<file path="src/rtl/adc2_cfg_pkg.sv">
// Shared definitions for the ADC2 configuration sequencer: word width,
// sequencer state encoding and the default register-word table.
package adc2_cfg_pkg;

   localparam int WORD_W    = 24;
   localparam int CFG_DEPTH = 8;
   localparam int CFG_IDX_W = $clog2(CFG_DEPTH);

   typedef enum logic [3:0] {
      ST_IDLE,
      ST_PWRUP,
      ST_LOAD,
      ST_SEND,
      ST_WAIT_ACK,
      ST_WAIT_DONE,
      ST_GAP,
      ST_DONE,
      ST_ERR
   } state_t;

   // Default register words: {8-bit register address, 16-bit value}.
   function automatic logic [WORD_W-1:0] cfg_word(input logic [CFG_IDX_W-1:0] idx);
      case (idx)
         3'd0:    return 24'h000080;  // soft reset
         3'd1:    return 24'h010203;
         3'd2:    return 24'h02A5C3;
         3'd3:    return 24'h031F00;
         3'd4:    return 24'h04FFFF;
         3'd5:    return 24'h058001;
         3'd6:    return 24'h06DEAD;
         default: return 24'h07BEEF;
      endcase
   endfunction

endpackage

</file>
<file path="src/rtl/adc2_cfg_rom.sv">
// Combinational lookup of the configuration word for a given index.
// Indices beyond the table return an all-zero (no-op) word.
module adc2_cfg_rom
   import adc2_cfg_pkg::*;
(
   input  logic [7:0]        idx,
   output logic [WORD_W-1:0] word
);

   // Table lookup with out-of-range guard.
   always_comb begin
      // NOTE: default assignment first so every path drives word -- no latch.
      word = '0;
      if (idx < 8'(CFG_DEPTH)) word = cfg_word(idx[CFG_IDX_W-1:0]);
   end

endmodule

</file>
<file path="src/rtl/adc2_cfg_seq.sv">
// ADC2 configuration sequencer: after a start request it waits for the
// converter to power up, then streams N_WORDS table words to the SPI
// serializer, using spi_cs as the per-word acknowledge/completion handshake.
module adc2_cfg_seq
   import adc2_cfg_pkg::*;
#(
   parameter int N_WORDS      = 8,
   parameter int PWRUP_CYCLES = 1000,
   parameter int GAP_CYCLES   = 4,
   parameter int ACK_TIMEOUT  = 4
) (
   input  logic              clk,
   input  logic              rst,
   input  logic              start,
   input  logic              spi_cs,
   output logic              send,
   output logic [WORD_W-1:0] pattern,
   output logic              busy,
   output logic              done,
   output logic              err,
   output logic [7:0]        word_idx
);

   localparam int PW_W = $clog2(PWRUP_CYCLES + 1) + 1;
   localparam int GP_W = $clog2(GAP_CYCLES + 1) + 1;
   localparam int AK_W = $clog2(ACK_TIMEOUT + 1) + 1;

   // Terminal counts; only used when the matching parameter is nonzero.
   localparam logic [PW_W-1:0] PW_LAST  = PW_W'(PWRUP_CYCLES - 1);
   localparam logic [GP_W-1:0] GP_LAST  = GP_W'(GAP_CYCLES - 1);
   localparam logic [AK_W-1:0] AK_LAST  = AK_W'(ACK_TIMEOUT - 1);
   localparam logic [7:0]      LAST_IDX = 8'(N_WORDS - 1);

   state_t            state;
   logic [PW_W-1:0]   pwr_cnt;
   logic [GP_W-1:0]   gap_cnt;
   logic [AK_W-1:0]   ack_cnt;
   logic [WORD_W-1:0] rom_word;
   logic              gap_exit;

   adc2_cfg_rom u_rom (
      .idx  (word_idx),
      .word (rom_word)
   );

   // End of the inter-word gap; with no gap this is the cs-high return itself.
   always_comb begin
      gap_exit = 1'b0;
      if (state == ST_GAP)
         gap_exit = (gap_cnt == GP_LAST);
      else if (state == ST_WAIT_DONE)
         gap_exit = spi_cs && (GAP_CYCLES == 0);
   end

   // Sequencer FSM with its counters and registered outputs.
   always_ff @(posedge clk) begin
      if (rst) begin
         // NOTE: plain flops only (the ROM holds no state), so all are reset.
         state    <= ST_IDLE;
         send     <= 1'b0;
         pattern  <= '0;
         busy     <= 1'b0;
         done     <= 1'b0;
         err      <= 1'b0;
         word_idx <= '0;
         pwr_cnt  <= '0;
         gap_cnt  <= '0;
         ack_cnt  <= '0;
      end else begin
         // NOTE: non-blocking throughout so every flop sees pre-edge values.
         send <= 1'b0;
         case (state)
            ST_IDLE, ST_DONE, ST_ERR: begin
               if (start) begin
                  state    <= ST_PWRUP;
                  word_idx <= '0;
                  done     <= 1'b0;
                  err      <= 1'b0;
                  busy     <= 1'b1;
                  pwr_cnt  <= '0;
               end
            end
            ST_PWRUP: begin
               if (PWRUP_CYCLES == 0 || pwr_cnt == PW_LAST) state <= ST_LOAD;
               else pwr_cnt <= pwr_cnt + 1'b1;
            end
            ST_LOAD: begin
               pattern <= rom_word;
               // The serializer has no reset, so a word may still be in flight.
               if (spi_cs) begin
                  state <= ST_SEND;
                  send  <= 1'b1;
               end
            end
            ST_SEND: begin
               state   <= ST_WAIT_ACK;
               ack_cnt <= '0;
            end
            ST_WAIT_ACK: begin
               if (!spi_cs) begin
                  state <= ST_WAIT_DONE;
               end else if (ACK_TIMEOUT <= 1 || ack_cnt == AK_LAST) begin
                  state <= ST_ERR;
                  busy  <= 1'b0;
                  err   <= 1'b1;
               end else begin
                  ack_cnt <= ack_cnt + 1'b1;
               end
            end
            ST_WAIT_DONE: begin
               if (spi_cs) begin
                  state   <= ST_GAP;
                  gap_cnt <= '0;
               end
            end
            ST_GAP: gap_cnt <= gap_cnt + 1'b1;
            default: state <= ST_IDLE;
         endcase

         // Gap finished: either the sequence is complete or fetch the next word.
         if (gap_exit) begin
            if (word_idx == LAST_IDX) begin
               state <= ST_DONE;
               busy  <= 1'b0;
               done  <= 1'b1;
            end else begin
               state    <= ST_LOAD;
               word_idx <= word_idx + 8'd1;
            end
         end
      end
   end

endmodule

</file>
<file path="config.mk">
export PLATFORM = sky130hd
export DESIGN_NAME = adc2_cfg_seq
export DESIGN_NICKNAME = d
export VERILOG_FILES = /design/src/rtl/adc2_cfg_pkg.sv /design/src/rtl/adc2_cfg_rom.sv /design/src/rtl/adc2_cfg_seq.sv
export SDC_FILE = /design/constraint.sdc
export NUM_CORES = 1
export LEC_CHECK = 0
export CAP_MARGIN = 20
export CORE_AREA = 3 3 77 79
export CTS_BUF_LIST = sky130_fd_sc_hd__clkbuf_4 sky130_fd_sc_hd__clkbuf_8
export CTS_CLUSTER_DIAMETER = 150
export DETAILED_ROUTE_END_ITERATION = 7
export DIE_AREA = 0 0 80 82
export PLACE_DENSITY = 0.83
export SYNTH_ARGS = -nofsm -noshare
export SYNTH_HDL_FRONTEND = slang
export SYNTH_SLANG_ARGS = --single-unit
export TNS_END_PERCENT = 1
</file>
<file path="constraint.sdc">
create_clock -name clk -period 1.7 [get_ports clk]
set_input_delay 0.17 -clock clk [delete_from_list [all_inputs] [get_ports clk]]
set_output_delay 0.17 -clock clk [all_outputs]
set_load 0.05 [all_outputs]
</file>
Clock wires, drivers and flops:
Scale bar: 20 um.
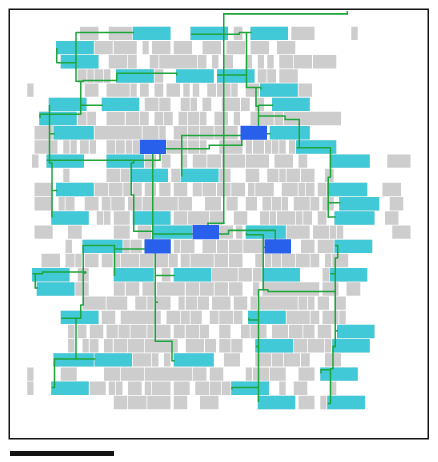
[blue] cells driving clock nets | count: 5
[cyan] flip-flops | count: 50
[green] clock wires | length: 586 um
routed clock nets	6
flops lie	all over the die
clock network power: 0.000994 W
Clock Power Share: 0.288
Setup Skew: 9.143 ps
Latency at later pin: 300 ps

Clock nets:
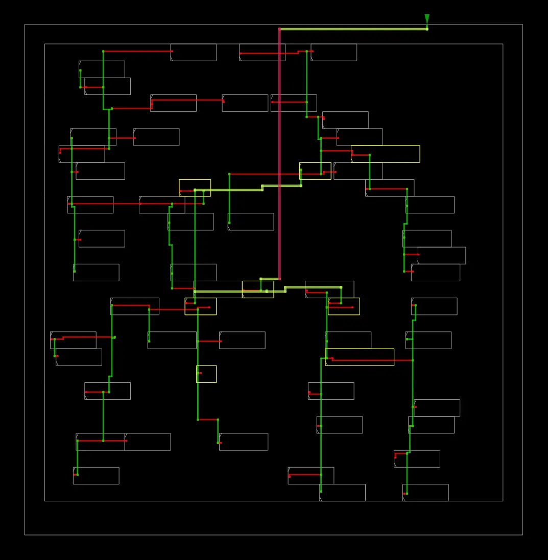
clkbuf count: 5
CTS Buf Count: 5

I/O pins on the die edge:
Pins as bars across the die edge, other pins in grey.
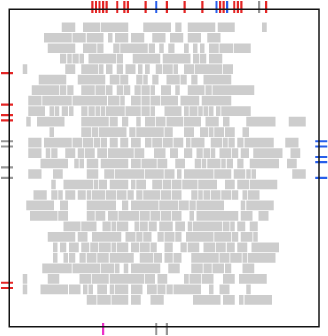
colour	port	pins	direction	edge
blue	`word_idx`	8	output	5 right, 3 top
red	`pattern`	24	output	18 top, 6 left
magenta	`spi_cs`	1	input	bottom
port bufs: 34
Die H: 82 um

==> results.sh <==
# yosys + openroad results
export IMPL_status="complete, no violations"
export IMPL_place_ws_ps=-179.5
export IMPL_diodes=0
export IMPL_grt_max_degree=19
export IMPL_switchingPower_w=0.001111
export IMPL_reg2reg_depth=6
export IMPL_fillCellCount=438
export IMPL_ys_types=51
export IMPL_start_kind="register"
export IMPL_synth_logic_top_family="simple AND/OR/NAND/NOR gates"
export IMPL_cts_repair_resized=12
export IMPL_dp_cells=456
export IMPL_yosys_area_sq_um=2651
export IMPL_drv_slew=0
export IMPL_die_x_um=80
export IMPL_dr_pass1_iters=5
export IMPL_yosys_top_cells_area="dfxtp_1 38%, a21oi_1 6.0%, nor2_1 5.7%"
export IMPL_period_needed_ps=1698
export IMPL_critPathCapture="pwr_cnt[3]"
export IMPL_tns_ps=0
export IMPL_grt_pass1_vias=2479
export IMPL_drive_gt1_frac=0.2500
export IMPL_crit_type="register to register"
export IMPL_ff_count=50
export IMPL_use_met1=0.2466
export IMPL_cts_max_level=2
export IMPL_fp_util=0.4905
export IMPL_taps=72
export IMPL_vias_per_cell=5.644
export IMPL_wire_per_inst_um=14.17
export IMPL_clkTransAtPathRegs_ps=90
export IMPL_yosysMostFrequentCell="dfxtp_1"
export IMPL_power_leader="registers"
export IMPL_switching_share=0.3222
export IMPL_dr_wl_met2_um=3318
export IMPL_max_stage_delay_ps=550
export IMPL_yosysWarnings=0
export IMPL_cts_root_buf="clkbuf_8"
export IMPL_finalNonFillerCells=464
export IMPL_cp_startpoint="state[3]"
export IMPL_ioPinCount=40
export IMPL_hp_class="register to register"
export IMPL_tritoncts="built"
export IMPL_crit_cells=6
export IMPL_fa_ha_area_frac=0.03303
export IMPL_reg2reg_slack_ps=2
export IMPL_overflow=0
export IMPL_top_area_cell_class="combinational gates"
export IMPL_p_int_w=0.002336
export IMPL_power_density_nw_per_um2=957.5
export IMPL_power_w=0.003447
export IMPL_regMostFlops="pattern"
export IMPL_synth_cells=326
export IMPL_top_area_cell="dfxtp_1"
export IMPL_synth_area_sq_um=2651
export IMPL_clk_path_buf_depth=2
export IMPL_worstReg2RegStart="state[3]"
export IMPL_vias=2619
export IMPL_antenna_left=0
export IMPL_cp_num_buf_inv=1
export IMPL_layout_top_cells="50 x buf_4, 38 x nor2_1, 37 x dfxtp_1"
export IMPL_p_comb_w=0.00117
export IMPL_cts_num_sinks=50
export IMPL_crit_path_max_fanout=7
export IMPL_warnings=32
export IMPL_grt_pass1_wl_um=10710
export IMPL_hold_path_cell_count=2
export IMPL_top_usage_layer="met2"
export IMPL_synth_edff_count=0
export IMPL_crit_required_ps=1900
export IMPL_drc=0
export IMPL_p_seq_frac=0.373
export IMPL_buffer_area_frac=0.1985
export IMPL_max_freq_mhz=588.8
export IMPL_leakagePower_nw=1.498
export IMPL_path_cells="or4b_4, a31oi_4, buf_6, o2111ai_1, xor2_1, nor2_1"
export IMPL_comb_share=0.4505
export IMPL_syn2layout_area_growth_pct=35.77
export IMPL_fin_hold_ws_ps=461.7
export IMPL_slew_headroom=0.6551
export IMPL_ys_seq_frac=0.3775
export IMPL_reg_top3="pattern (15), pwr_cnt (11), word_idx (8)"
export IMPL_clock_cell_area_share=0.03823
export IMPL_mi_logic_area_sq_um=1622
export IMPL_post_route_period_util=0.9990
export IMPL_die_area_sq_um=6560
export IMPL_top_layer="met4"
export IMPL_cp_arrival_ps=1900
export IMPL_fin_ws_ps=1.711
export IMPL_wl_met1_um=2851
export IMPL_synthArstFlopShare=0
export IMPL_postCtsSetupBuffers=0
export IMPL_place_congestion=0.9210
export IMPL_synth_xor_area_share=0.04294
export IMPL_reg2reg_to="pwr_cnt[3]"
export IMPL_fin_nets=402
export IMPL_cp_slowest_cell="or4b_4"
export IMPL_power_frac_comb=0.338
export IMPL_synth_seq_cells=50
export IMPL_common_cells="50 x dfxtp_1, 40 x nor2_1, 32 x a21oi_1, 26 x nand2_1"
export IMPL_nNonClkInverters=5
export IMPL_path_delay_family="simple AND/OR/NAND/NOR gates"
export IMPL_use_met3=0.04057
export IMPL_rsz0062_at_grt="yes"
export IMPL_min_to="pattern[0]"
export IMPL_vdd_drop_max_mv=0.5274
export IMPL_nonClockBufferCount=81
export IMPL_worstMarginPinSlew_ps=516.6
export IMPL_placed_area_sq_um=3318
export IMPL_antenna_found_initial=0
export IMPL_rows=27
Sequential cells grouped by signal name:
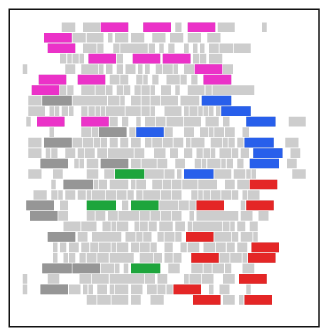
colour	netlist name	flops
blue	`word_idx`	8
red	`pwr_cnt`	11
magenta	`pattern`	15
green	`state`	4
not coloured	12
Seq power: 0.00129 W
Final Core Density: 0.6660
Seq/total area: 0.2826
Register Area: 1017 sq um

Routed metal, one colour a layer:
Scale bar: 20 um.
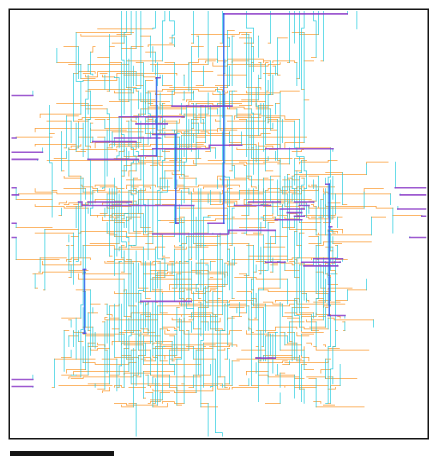
colour	layer	wire length
orange	met1	2850 um
cyan	met2	3320 um
blue	met4	110 um
purple	met3	297 um
Total GRT Usage: 0.2026
total wire length: 6577 um

Power is estimated from default activity; no workload was simulated.
